===== src/rtl/mc_ctrl_pkg.sv =====
// mc_ctrl_pkg
//   Shared encodings for the multi-cycle MIPS-subset control path:
//   FSM state encoding, opcode and funct values, ALUControl codes,
//   ALUSrcB select codes and the 2-bit ALUOp handed to the ALU decoder.
//   Optional feature macro: MC_CTRL_ADDI_EN (addi support). The
//   ADDIEX/ADDIWB encodings always exist here, but the FSM only uses them
//   when the macro is defined.
package mc_ctrl_pkg;

    typedef enum logic [3:0] {
        S_FETCH   = 4'd0,
        S_DECODE  = 4'd1,
        S_MEMADR  = 4'd2,
        S_MEMRD   = 4'd3,
        S_MEMWB   = 4'd4,
        S_MEMWR   = 4'd5,
        S_EXECUTE = 4'd6,
        S_ALUWB   = 4'd7,
        S_BRANCH  = 4'd8,
        S_ADDIEX  = 4'd9,
        S_ADDIWB  = 4'd10
    } state_t;

    localparam logic [5:0] OP_RTYPE = 6'b000000;
    localparam logic [5:0] OP_LW    = 6'b100011;
    localparam logic [5:0] OP_SW    = 6'b101011;
    localparam logic [5:0] OP_BEQ   = 6'b000100;
    localparam logic [5:0] OP_ADDI  = 6'b001000;

    localparam logic [5:0] FUNCT_ADD = 6'b100000;
    localparam logic [5:0] FUNCT_SUB = 6'b100010;
    localparam logic [5:0] FUNCT_AND = 6'b100100;
    localparam logic [5:0] FUNCT_OR  = 6'b100101;
    localparam logic [5:0] FUNCT_SLT = 6'b101010;

    localparam logic [2:0] ALUC_ADD = 3'b010;
    localparam logic [2:0] ALUC_SUB = 3'b110;
    localparam logic [2:0] ALUC_AND = 3'b000;
    localparam logic [2:0] ALUC_OR  = 3'b001;
    localparam logic [2:0] ALUC_SLT = 3'b111;

    localparam logic [1:0] SRCB_REG    = 2'b00;
    localparam logic [1:0] SRCB_FOUR   = 2'b01;
    localparam logic [1:0] SRCB_IMM    = 2'b10;
    localparam logic [1:0] SRCB_IMMSH2 = 2'b11;

    localparam logic [1:0] ALUOP_ADD   = 2'b00;
    localparam logic [1:0] ALUOP_SUB   = 2'b01;
    localparam logic [1:0] ALUOP_FUNCT = 2'b10;

endpackage


===== src/rtl/mc_control_fsm_alu_decoder.sv =====
// mc_alu_decoder
//   Turns the FSM's 2-bit ALUOp plus the instruction funct field into the
//   3-bit ALUControl code. Unrecognised funct values fall back to add.
//   Ports:
//     alu_op      in  2  00 add, 01 sub, 10 decode funct, 11 add
//     funct       in  6  Instr[5:0]
//     alu_control out 3  ALU operation code
module mc_alu_decoder
    import mc_ctrl_pkg::*;
(
    input  logic [1:0] alu_op,
    input  logic [5:0] funct,
    output logic [2:0] alu_control
);

    // Only R-type execution consults funct; every other ALUOp is fixed.
    always_comb begin
        alu_control = ALUC_ADD;
        case (alu_op)
            ALUOP_SUB: alu_control = ALUC_SUB;
            ALUOP_FUNCT: begin
                case (funct)
                    FUNCT_ADD: alu_control = ALUC_ADD;
                    FUNCT_SUB: alu_control = ALUC_SUB;
                    FUNCT_AND: alu_control = ALUC_AND;
                    FUNCT_OR:  alu_control = ALUC_OR;
                    FUNCT_SLT: alu_control = ALUC_SLT;
                    default:   alu_control = ALUC_ADD;
                endcase
            end
            default: alu_control = ALUC_ADD;
        endcase
    end

endmodule


===== src/rtl/mc_control_fsm.sv =====
// mc_control_fsm
//   Moore controller for a multi-cycle MIPS-subset datapath (lw, sw,
//   R-type add/sub/and/or/slt, beq, optional addi). Outputs are decoded
//   from the current state only; the next state depends on state and op.
//   Optional feature macro: MC_CTRL_ADDI_EN enables the addi sequence
//   (ADDIEX -> ADDIWB). Without it op 001000 behaves as an unknown opcode.
//   Ports:
//     clk, rst             clock, synchronous active-high reset
//     op, funct            opcode / funct fields from the IR
//     RegWrite, RegDst, MemtoReg        register-file write controls
//     ALUSrcA, ALUSrcB, ALUControl      ALU operand / operation selects
//     PCSrc, Branch, PCWrite            PC update controls
//     IorD, MemWrite, IRWrite           memory / IR controls
module mc_control_fsm
    import mc_ctrl_pkg::*;
(
    input  logic       clk,
    input  logic       rst,
    input  logic [5:0] op,
    input  logic [5:0] funct,
    output logic       RegWrite,
    output logic       ALUSrcA,
    output logic [1:0] ALUSrcB,
    output logic [2:0] ALUControl,
    output logic       PCSrc,
    output logic       Branch,
    output logic       PCWrite,
    output logic       IorD,
    output logic       MemWrite,
    output logic       IRWrite,
    output logic       RegDst,
    output logic       MemtoReg
);

    state_t     state;
    logic [1:0] alu_op;
    logic       reg_write_raw;
    logic       branch_raw;
    logic       pc_write_raw;
    logic       mem_write_raw;
    logic       ir_write_raw;

    // State register. Any encoding without a case item (including the addi
    // states when that feature is compiled out) returns to FETCH.
    always_ff @(posedge clk) begin
        if (rst) begin
            state <= S_FETCH;
        end else begin
            case (state)
                S_FETCH:  state <= S_DECODE;
                S_DECODE: begin
                    case (op)
                        OP_LW, OP_SW: state <= S_MEMADR;
                        OP_RTYPE:     state <= S_EXECUTE;
                        OP_BEQ:       state <= S_BRANCH;
`ifdef MC_CTRL_ADDI_EN
                        OP_ADDI:      state <= S_ADDIEX;
`else
                        OP_ADDI:      state <= S_FETCH;
`endif
                        default:      state <= S_FETCH;
                    endcase
                end
                S_MEMADR:  state <= (op == OP_LW) ? S_MEMRD : S_MEMWR;
                S_MEMRD:   state <= S_MEMWB;
                S_MEMWB:   state <= S_FETCH;
                S_MEMWR:   state <= S_FETCH;
                S_EXECUTE: state <= S_ALUWB;
                S_ALUWB:   state <= S_FETCH;
                S_BRANCH:  state <= S_FETCH;
`ifdef MC_CTRL_ADDI_EN
                S_ADDIEX:  state <= S_ADDIWB;
                S_ADDIWB:  state <= S_FETCH;
`endif
                default:   state <= S_FETCH;
            endcase
        end
    end

    // Per-state output decode; anything not set for a state stays 0 and
    // the ALU defaults to add.
    always_comb begin
        reg_write_raw = 1'b0;
        ALUSrcA       = 1'b0;
        ALUSrcB       = SRCB_REG;
        alu_op        = ALUOP_ADD;
        PCSrc         = 1'b0;
        branch_raw    = 1'b0;
        pc_write_raw  = 1'b0;
        IorD          = 1'b0;
        mem_write_raw = 1'b0;
        ir_write_raw  = 1'b0;
        RegDst        = 1'b0;
        MemtoReg      = 1'b0;
        case (state)
            S_FETCH: begin
                ir_write_raw = 1'b1;
                ALUSrcB      = SRCB_FOUR;
                pc_write_raw = 1'b1;
            end
            S_DECODE: ALUSrcB = SRCB_IMMSH2;
            S_MEMADR: begin
                ALUSrcA = 1'b1;
                ALUSrcB = SRCB_IMM;
            end
            S_MEMRD: IorD = 1'b1;
            S_MEMWB: begin
                MemtoReg      = 1'b1;
                reg_write_raw = 1'b1;
            end
            S_MEMWR: begin
                IorD          = 1'b1;
                mem_write_raw = 1'b1;
            end
            S_EXECUTE: begin
                ALUSrcA = 1'b1;
                alu_op  = ALUOP_FUNCT;
            end
            S_ALUWB: begin
                RegDst        = 1'b1;
                reg_write_raw = 1'b1;
            end
            S_BRANCH: begin
                ALUSrcA    = 1'b1;
                alu_op     = ALUOP_SUB;
                PCSrc      = 1'b1;
                branch_raw = 1'b1;
            end
`ifdef MC_CTRL_ADDI_EN
            S_ADDIEX: begin
                ALUSrcA = 1'b1;
                ALUSrcB = SRCB_IMM;
            end
            S_ADDIWB: reg_write_raw = 1'b1;
`endif
            default: ;
        endcase
    end

    // Reset suppresses every architectural write immediately, so an
    // instruction interrupted by reset leaves no trace.
    assign RegWrite = reg_write_raw & ~rst;
    assign Branch   = branch_raw    & ~rst;
    assign PCWrite  = pc_write_raw  & ~rst;
    assign MemWrite = mem_write_raw & ~rst;
    assign IRWrite  = ir_write_raw  & ~rst;

    mc_alu_decoder u_alu_decoder (
        .alu_op      (alu_op),
        .funct       (funct),
        .alu_control (ALUControl)
    );

endmodule


===== config.mk =====
export PLATFORM = sky130hd
export DESIGN_NAME = mc_control_fsm
export DESIGN_NICKNAME = d
export VERILOG_FILES = /design/src/rtl/mc_ctrl_pkg.sv /design/src/rtl/mc_control_fsm_alu_decoder.sv /design/src/rtl/mc_control_fsm.sv
export SDC_FILE = /design/constraint.sdc
export NUM_CORES = 1
export LEC_CHECK = 0
export CORE_MARGIN = 10
export CORE_UTILIZATION = 35
export CTS_CLUSTER_DIAMETER = 80
export DETAILED_ROUTE_END_ITERATION = 16
export HOLD_SLACK_MARGIN = 0.03
export PLACE_DENSITY = 0.77
export SLEW_MARGIN = 15
export SYNTH_ARGS = -nofsm -noshare
export SYNTH_HDL_FRONTEND = slang
export SYNTH_SLANG_ARGS = --single-unit

===== constraint.sdc =====
create_clock -name clk -period 1.9 [get_ports clk]
set_input_delay 0.285 -clock clk [delete_from_list [all_inputs] [get_ports clk]]
set_output_delay 0.285 -clock clk [all_outputs]
set_load 0.05 [all_outputs]

Fig. 1: run 1, cell classes on the final placement
The bar under the picture is 20 microns long.
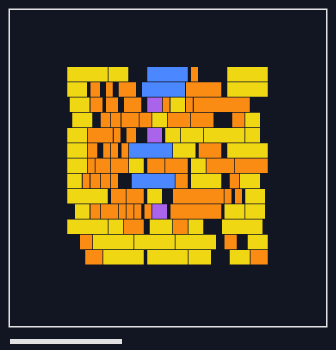
| class | colour | cells | share of their area |
|---|---|---|---|
| other buffers and delay cells | yellow | 43 | 49% |
| cells driving clock nets | purple | 3 | 2.1% |
| flip-flops | blue | 4 | 7.7% |
| all other logic | orange | 57 | 41% |

Fig. 2: run 1, cell outlines without signal wires
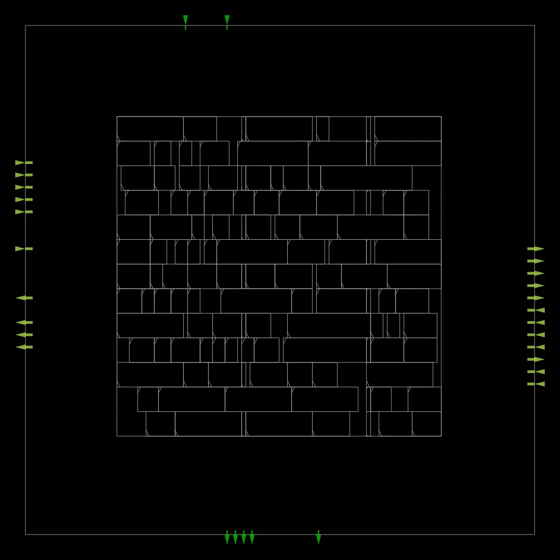
Layout Cells excl Fill: 122
number of core rows: 13

==> flow_summary.toml, run 1 <==
# flow metrics
[status]
status = "finished with violations"
violations = "negative setup slack"

[synth]
yosys_area_sq_um = 461.7
ys_sh_mux_pct = 0
synth_adder_area_share_pct = 5.420

[routing]
wl_per_cell_microns = 14.95
num_vias = 650

[finish]
final-clk-cell-share_pct = 2.025
drive_above_1_share_pct = 50.47
seq_cells = 4

[worst_setup_path]
crit_path_top_delay_cell = "or4_4"
worstPathMaxFanout = 2
reg2reg_from = "state[0]$_SDFF_PP0_"
rrSetupSlack_ns = 0.61

[clock_tree]
clock-sinks = 4

[timing]
worst_pin_slew_ns = 0.3791
finalSetupViolCount = 4
fin_crit_ns = 2.079
setup_slack_ns = -0.1790

[global_routing]
antenna_found_initial = 0

[hold_path]
hp-class = "reg -> reg"

[die]
die_w_microns = 56.32

[power_and_ir_drop]
swShare_pct = 29.25
Fig. 3: run 1, selected gate families
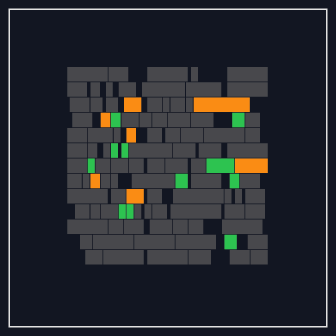
| family | colour | cells | most used |
|---|---|---|---|
| NAND gates | green | 11 | nand2_1 |
| inverting AOI/OAI gates | orange | 7 | a21oi_1 |

run 1: what timing repair did:
action / 4_1_cts / 5_1_grt
gates resized: 12 / 7
setup buffers: 3 / 2
endpoints found under the setup margin: 3 / 7
pin swaps: 5 / 5
run 1: synthesized netlist by cell type (all sizes together), types with 2 or more instances:
master | n | area share [%]
nor3 | 5 | 5.4
nor2 | 10 | 8.1
or4 | 2 | 4.1
nor4 | 2 | 4.1
dfxtp | 4 | 17
inv | 5 | 4.1
nand2 | 6 | 4.9
ha | 2 | 5.4
nor2b | 3 | 4.1
buf | 5 | 8.9
nand4 | 2 | 2.7
a21oi | 3 | 3.3
and4 | 2 | 3.8
nand3 | 2 | 2.2
and3 | 2 | 2.7
run 1: through the flow:
| stage | hold WS [ns] | TNS (ns) | setup slack [ns] | std cells | power (mW) |
|---|---|---|---|---|---|
| after floorplan | 0.3746 | -0.1995 | -0.09494 | 66 | 0.1390 |
| after global placement | 0.6067 | 0 | 0.03270 | 114 | 0.1991 |
| after detailed placement | 0.6016 | -0.07821 | -0.05616 | 114 | 0.2020 |
| after CTS | 0.5836 | -0.6718 | -0.2178 | 120 | 0.3058 |
| after global routing | 0.5627 | -0.7723 | -0.2187 | 122 | 0.3298 |
| final | 0.5344 | -0.5184 | -0.1790 | 122 | 0.3141 |
run 1: power by group through the flow:
stage | sequential [mW] | combinational (mW) | clock, mW
CTS | 0.0878 | 0.116 | 0.102
finish | 0.0881 | 0.123 | 0.103
floorplan | 0.0890 | 0.0500 | 0
global route | 0.0884 | 0.130 | 0.111
detailed placement | 0.0887 | 0.113 | 0
global placement | 0.0886 | 0.110 | 0
run 1: tightest hold or removal path, cell delays in order, from the launching register on:
cell and delay [ns]:
dfxtp_2 0.33, buf_6 0.11, a2111oi_0 0.05
==> inputs of run 2 (changes only) <==
CTS_CLUSTER_DIAMETER = 50   (was 80)
Fig. 4: run 2, cell classes on the final placement
The bar under the picture is 20 microns long.
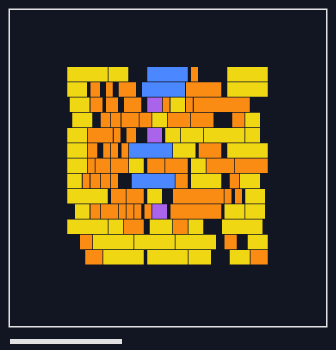
final core occ: 87.67%
Finished Cell Area: 1112 sq um
core area: 1269 sq um
Seq area share: 7.537%

Fig. 5: run 2, selected gate families
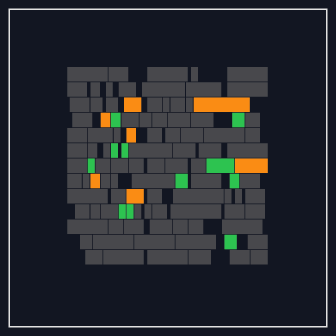
logic share of the area: 38.13%

==> run 2 against run 1 <==
Compared with the run above: largest power group unchanged; non-clock buffer count stayed put; first-iteration DRC count stayed put; worst hold slack unchanged; synthesized area stayed put; design area unchanged; the flow still finishes with violations (negative setup slack); register-to-register slack barely moved; sequential share of layout area is the same; clock skew unchanged; global-route usage unchanged; sequential cell count unchanged; worst setup slack unchanged; clock power about the same.
==> flow_summary.toml, run 2 <==
# flow metrics
[synth]
synth_top_cell_by_area = "dfxtp_1"
netlist.area_leader.share_pct = 17.34
area_leaders = "dfxtp_1 (17%), nor2_1 (8.1%), buf_4 (6.5%)"
yosys_area_sq_um = 461.7
synth.cells.most_frequent = "nor2_1 (10), nand2_1 (6), nor3_1 (5)"

[status]
status = "finished with violations"
violations = "negative setup slack"

[worst_setup_path]
worstPathMaxFanout = 2
crit_path_top_delay_cell = "or4_4"

[timing]
worst_pin_slew_ns = 0.3791
setup_slack_ns = -0.1790
finalSetupViolCount = 4
worst_hold_slack_ns = 0.5344
fin_crit_ns = 2.079

[place]
placed_cells = 114
place_ws_ns = -0.05616

[power_and_ir_drop]
swShare_pct = 29.25

[global_routing]
antenna_found_initial = 0

[finish]
fin_cells = 122

[routing]
num_vias = 650

[die]
die_w_microns = 56.32
rows = 13
Fig. 6: run 2, routed clock nets over the placement
The bar under the picture is 20 microns long.
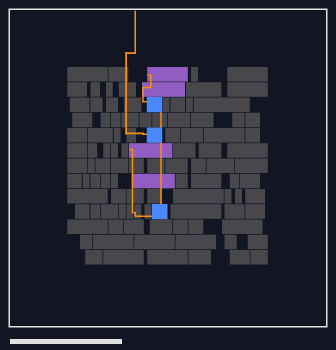
[clock wires] orange | length: 75.9 microns
[flip-flops] purple | count: 4
[cells driving clock nets] blue | count: 3
routed clock nets: 4

run 2: power groups by stage:
stage	clock network, mW	logic (mW)	registers (mW)
4_1_cts	0.102	0.116	0.0878
2_1_floorplan	0	0.0500	0.0890
3_5_place_dp	0	0.113	0.0887
3_3_place_gp	0	0.110	0.0886
6_report	0.103	0.123	0.0881
5_1_grt	0.111	0.130	0.0884
run 2: logic make-up (layout without fill, tap and decap cells):
| logic type | Yosys count | count (layout) | share of synthesized area, % |
|---|---|---|---|
| compound gates | 9 | 9 | 13.82 |
| fa+ha+maj | 2 | 2 | 5.419 |
| flops | 4 | 4 | 17.34 |
| simple gates | 39 | 39 | 46.62 |
| xor+xnor | 2 | 2 | 3.795 |
| buf+inv | 10 | 51 | 13.01 |
run 2: worst max-delay path: cells and delay by family, from the launching register on:
kind	cells	cell delay (ns)
compound gates	1	0.04
fa+ha+maj	1	0.16
buf+inv	3	0.37
flops	1	0.31
simple gates	2	0.69
run 2: routing by layer:
| layer | GRT usage [%] | share of wire, % |
|---|---|---|
| met5 | 0 | 0 |
| met4 | 8.935 | 3.5 |
| met3 | 4.719 | 7.6 |
| met2 | 19.65 | 53 |
| met1 | 11.15 | 36 |
run 2: area by class of cell:
| type | instances | area [sq um] |
|---|---|---|
| inverters | 5 | 22.52 |
| multi-input cells | 52 | 424.2 |
| repair buffers | 43 | 540.5 |
| well taps | 15 | 18.77 |
| clock buffers | 3 | 22.52 |
| fillers | 68 | 156.4 |
| flip-flops and latches | 4 | 83.83 |
run 2: repair_timing:
item	4_1_cts	5_1_grt
pin swaps	5	5
hold endpoints to repair	0	0
resized	12	7
setup buffers	3	2
setup endpoints to repair	3	7
hold buffers	0	0
gates cloned	0	0
Power is estimated from default activity; no workload was simulated.
